Fig. 1: clock routing
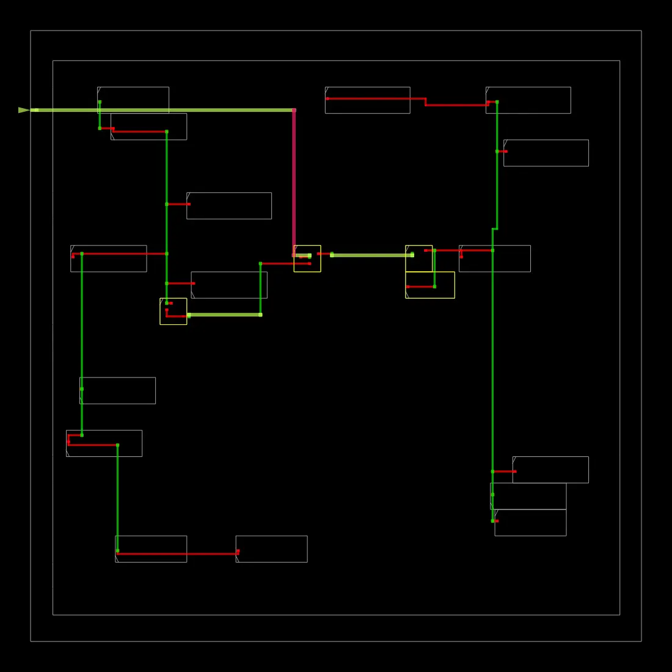
Fig. 2: pin placement
Scale bar: 20 um. Pins as bars across the die edge, other pins in grey.
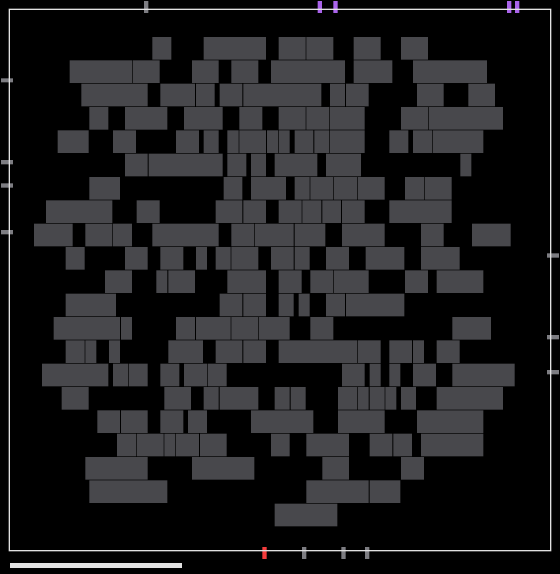
Fig. 3: sequential cells grouped by signal name
Scale bar: 20 um. Other sequential cells in the stronger grey, the rest of the logic in the fainter grey.
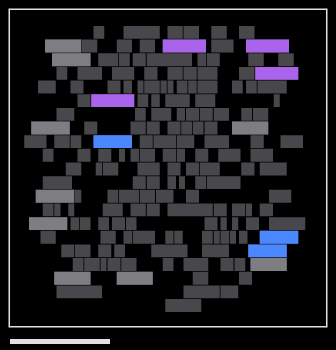
`src/rtl/microwave_panel_ctrl.sv`:
```
// Front-panel controller for the microwave timer/power core: turns keys and
// the door switch into the core's time value and run request, beeps on finish.
module microwave_panel_ctrl #(
  parameter int TW            = 4,
  parameter int MAX_TIME      = 15,
  parameter int BEEP_CYCLES   = 8,
  parameter int START_TIMEOUT = 4
) (
  input  logic          clk,
  input  logic          rst,
  input  logic          key_up,
  input  logic          key_down,
  input  logic          key_start,
  input  logic          key_stop,
  input  logic          door_open,
  input  logic          p,
  output logic [TW-1:0] tin,
  output logic          r,
  output logic          beep,
  output logic          busy,
  output logic          fault
);

  localparam int CMAX = (START_TIMEOUT > BEEP_CYCLES) ? START_TIMEOUT : BEEP_CYCLES;
  localparam int CW   = $clog2(CMAX) + 1;

  typedef enum logic [2:0] {
    IDLE  = 3'd0,
    RUN   = 3'd1,
    PAUSE = 3'd2,
    DONE  = 3'd3,
    FAULT = 3'd4
  } state_t;

  state_t        state_reg, state_next;
  logic [TW-1:0] time_reg, time_next;
  logic [CW-1:0] cnt_reg, cnt_next;
  logic          seen_reg, seen_next;
  logic [3:0]    keys, key_q_reg, press;

  // Bit order gives the priority order: stop, start, up, down.
  assign keys = {key_stop, key_start, key_up, key_down};

  for (genvar gi = 0; gi < 4; gi++) begin : g_edge
    assign press[gi] = keys[gi] & ~key_q_reg[gi];
  end

  always_ff @(posedge clk) begin
    if (rst) begin
      state_reg <= IDLE;
      time_reg  <= '0;
      cnt_reg   <= '0;
      seen_reg  <= 1'b0;
      key_q_reg <= '0;
    end else begin
      state_reg <= state_next;
      time_reg  <= time_next;
      cnt_reg   <= cnt_next;
      seen_reg  <= seen_next;
      key_q_reg <= keys;
    end
  end

  // cnt_reg is shared: start-timeout window in RUN, beep length in DONE.
  always_comb begin
    state_next = state_reg;
    time_next  = time_reg;
    cnt_next   = cnt_reg;
    seen_next  = seen_reg;
    case (state_reg)
      IDLE: begin
        if (press[3]) begin
          time_next = '0;
        end else if (press[2]) begin
          if (time_reg != '0 && !door_open) begin
            state_next = RUN;
            cnt_next   = '0;
            seen_next  = 1'b0;
          end
        end else if (press[1]) begin
          if (time_reg < TW'(MAX_TIME)) time_next = time_reg + TW'(1);
        end else if (press[0]) begin
          if (time_reg != '0) time_next = time_reg - TW'(1);
        end
      end
      RUN: begin
        if (press[3]) begin
          state_next = IDLE;
        end else if (door_open) begin
          state_next = PAUSE;
        end else if (!seen_reg) begin
          if (p) begin
            seen_next = 1'b1;
          end else if (cnt_reg == CW'(START_TIMEOUT - 1)) begin
            state_next = FAULT;
          end else begin
            cnt_next = cnt_reg + CW'(1);
          end
        end else if (!p) begin
          state_next = DONE;
          cnt_next   = '0;
        end
      end
      PAUSE: begin
        if (press[3]) begin
          state_next = IDLE;
          time_next  = '0;
        end else if (press[2] && !door_open) begin
          state_next = RUN;
          cnt_next   = '0;
          seen_next  = 1'b0;
        end
      end
      DONE: begin
        if (press[3] || cnt_reg == CW'(BEEP_CYCLES - 1)) begin
          state_next = IDLE;
          time_next  = '0;
        end else begin
          cnt_next = cnt_reg + CW'(1);
        end
      end
      FAULT: begin
        if (press[3]) begin
          state_next = IDLE;
          time_next  = '0;
        end
      end
      default: state_next = IDLE;
    endcase
  end

  assign tin   = time_reg;
  assign r     = (state_reg == RUN);
  assign beep  = (state_reg == DONE);
  assign busy  = (state_reg == RUN) | (state_reg == DONE);
  assign fault = (state_reg == FAULT);

endmodule

```
`config.mk`:
```
export PLATFORM = sky130hd
export DESIGN_NAME = microwave_panel_ctrl
export DESIGN_NICKNAME = d
export VERILOG_FILES = /design/src/rtl/microwave_panel_ctrl.sv
export SDC_FILE = /design/constraint.sdc
export NUM_CORES = 1
export LEC_CHECK = 0
export CAP_MARGIN = 20
export CORE_MARGIN = 2
export CORE_UTILIZATION = 30
export DETAILED_ROUTE_END_ITERATION = 6
export PLACE_DENSITY_LB_ADDON = 0.05
export SETUP_SLACK_MARGIN = 0.15
export SLEW_MARGIN = 20
export SYNTH_ARGS = -nofsm -noshare
export SYNTH_HDL_FRONTEND = slang
export SYNTH_SLANG_ARGS = --single-unit
```
`constraint.sdc`:
```
create_clock -name clk -period 1.9 [get_ports clk]
set_clock_uncertainty 0.05 [all_clocks]
set_input_delay 0.285 -clock clk [delete_from_list [all_inputs] [get_ports clk]]
set_output_delay 0.285 -clock clk [all_outputs]
set_load 0.05 [all_outputs]
```
==> run_results.csv <==
group,metric,value,unit
floorplanning,placeableCoreArea,0.003337,mm2
synth,netlist.area_leader.share,30.73,%
setup_path,buf_inv_stages_crit_path,0,
pwr,portion_of_total_power_attributed_to_the_clock_network,22.8,%
cells_and_area,mostFrequentLayoutCells,"sky130_fd_sc_hd__buf_4 (27), sky130_fd_sc_hd__dfxtp_2 (7), sky130_fd_sc_hd__inv_1 (6)",
cells_and_area,area.share.sequential,19.41,%
route,met3_wirelength,91,um
synth,synthesis.nets,139,
clocking,htree_num_levels,1,
final_timing,grt_setup_unrepaired,"yes",
setup_path,crit_path_max_incr_delay,570,ps
floorplanning,die-area,0.003961,mm2
pwr,combPwrFrac,39.1,%
final_timing,setup_slack,138.1,ps
clocking,cts_tree,"done",
setup_path,cp-startpoint,"tin[3]",
synth,syn_area_per_cell,8.143,um2
cells_and_area,layout.cells.non_filler,220,
pwr,power_density_cells,573.6,mW/mm2
synth,netlist-cell-type-count,49,
pwr,power_frac_seq,38.1,%
setup_path,worstSetupEndpoint,"cnt_reg[1]",
outcome,run_status,"finished clean",
floorplanning,rows,21,
synth,netlist_area,0.001042,mm2
synth,common_cells,"sky130_fd_sc_hd__dfxtp_1 (16), sky130_fd_sc_hd__a21oi_1 (8), sky130_fd_sc_hd__inv_1 (6), sky130_fd_sc_hd__nand2b_1 (6), sky130_fd_sc_hd__o21ai_0 (6)",
floorplanning,share_of_the_core_filled_by_cells_before_placement,31.23,%
cells_and_area,n_antenna_cell,0,
placement,placed_area,0.001498,mm2
route,detail_route.iter0.violations,36,
setup_path,worstPathRequired,2050,ps
route,dr_wl_met2,1454,um
route,route.antenna.remaining_nets,0,
synth,synthesis.instances,128,
final_timing,timing_worst_slew_pin_value,504.9,ps
route,vias,1142,
min_path,whs_path_depth,2,
synth,ys_cells,128,
route,route.layer.met1.wl,1459,um
cells_and_area,inverters_excl_clock,8,
route,first_pass_iters,4,
global_route,track_usage,15.16,%
pwr,pg_seq,387,uW
setup_path,slowest_stage,"sky130_fd_sc_hd__or4_4",
setup_path,crit_type,"register to register",
global_route,number_of_antenna_violations_at_the_first_check_in_global_routing,0,
flow_run,log_warnings,28,
clocking,clk_path_buf_depth,2,
clocking,cts_root_buf,"sky130_fd_sc_hd__clkbuf_4",
placement,placed_cells_incl_taps,208,
route,drt_drc_violations_left,0,
pwr,clock_power,232,uW
pwr,p_comb,398,uW
synth,top_cells_by_area,"sky130_fd_sc_hd__dfxtp_1 (31%), sky130_fd_sc_hd__a21oi_1 (3.8%), sky130_fd_sc_hd__a211oi_1 (3.6%)",
route,totalWireLength,3036,um
setup_path,worstSetupPathDepth,5,
cells_and_area,biggestCellCategory,"logic gates",
setup_path,timing.critical_path.from_type,"register",
global_route,first_global_vias,1069,
cells_and_area,final_nets,186,
synth,flop_cell,"sky130_fd_sc_hd__dfxtp_1",
final_timing,fin_crit_sh,92.73,%
## Picture notes: Fig. 1
CTS Sinks: 16
insertion delay to the later sink of the worst-skew pair: 290 ps
number of flip-flops and latches: 16
clock buffers: 4
TritonCTS Buffers: 3

## Picture notes: Fig. 2
legend:
  red:
    port: busy
    pins: 1
    direction: output
    edge: bottom
  purple:
    port: tin
    pins: 4
    direction: output
    edge: top
all pins by edge: 5 top, 4 bottom, 4 left, 3 right
buffers added on ports: 15
floorplan die height: 62.94 um
Die Span X: 62.94 um

## Picture notes: Fig. 3
legend:
  purple:
    signal: tin
    sequential_cells: 4
  blue:
    signal: state_reg
    sequential_cells: 3
not coloured: 9

==> cell families after synthesis <==
| logic type | count (synthesis) | share of synthesized area (%) |
|---|---|---|
| simple gates | 56 | 33.73 |
| compound gates | 38 | 24.61 |
| flops | 16 | 30.73 |
| buf+inv | 13 | 5.641 |
| fa+ha+maj | 3 | 3.602 |
| xor+xnor | 2 | 1.681 |
==> repair_timing <==
item	CTS	global route
pin swaps	7	12
gates cloned	0	0
gates resized	14	34
setup buffers	0	8
setup endpoints to repair	13	12
==> per-layer routing <==
metal | up-vias | track usage [%]
met5 | - | 0
met3 | 4 | 4.144
li1 | 572 | -
met1 | 547 | 22.37
met4 | 0 | 3.611
met2 | 19 | 21.54
Power is estimated from default activity; no workload was simulated.
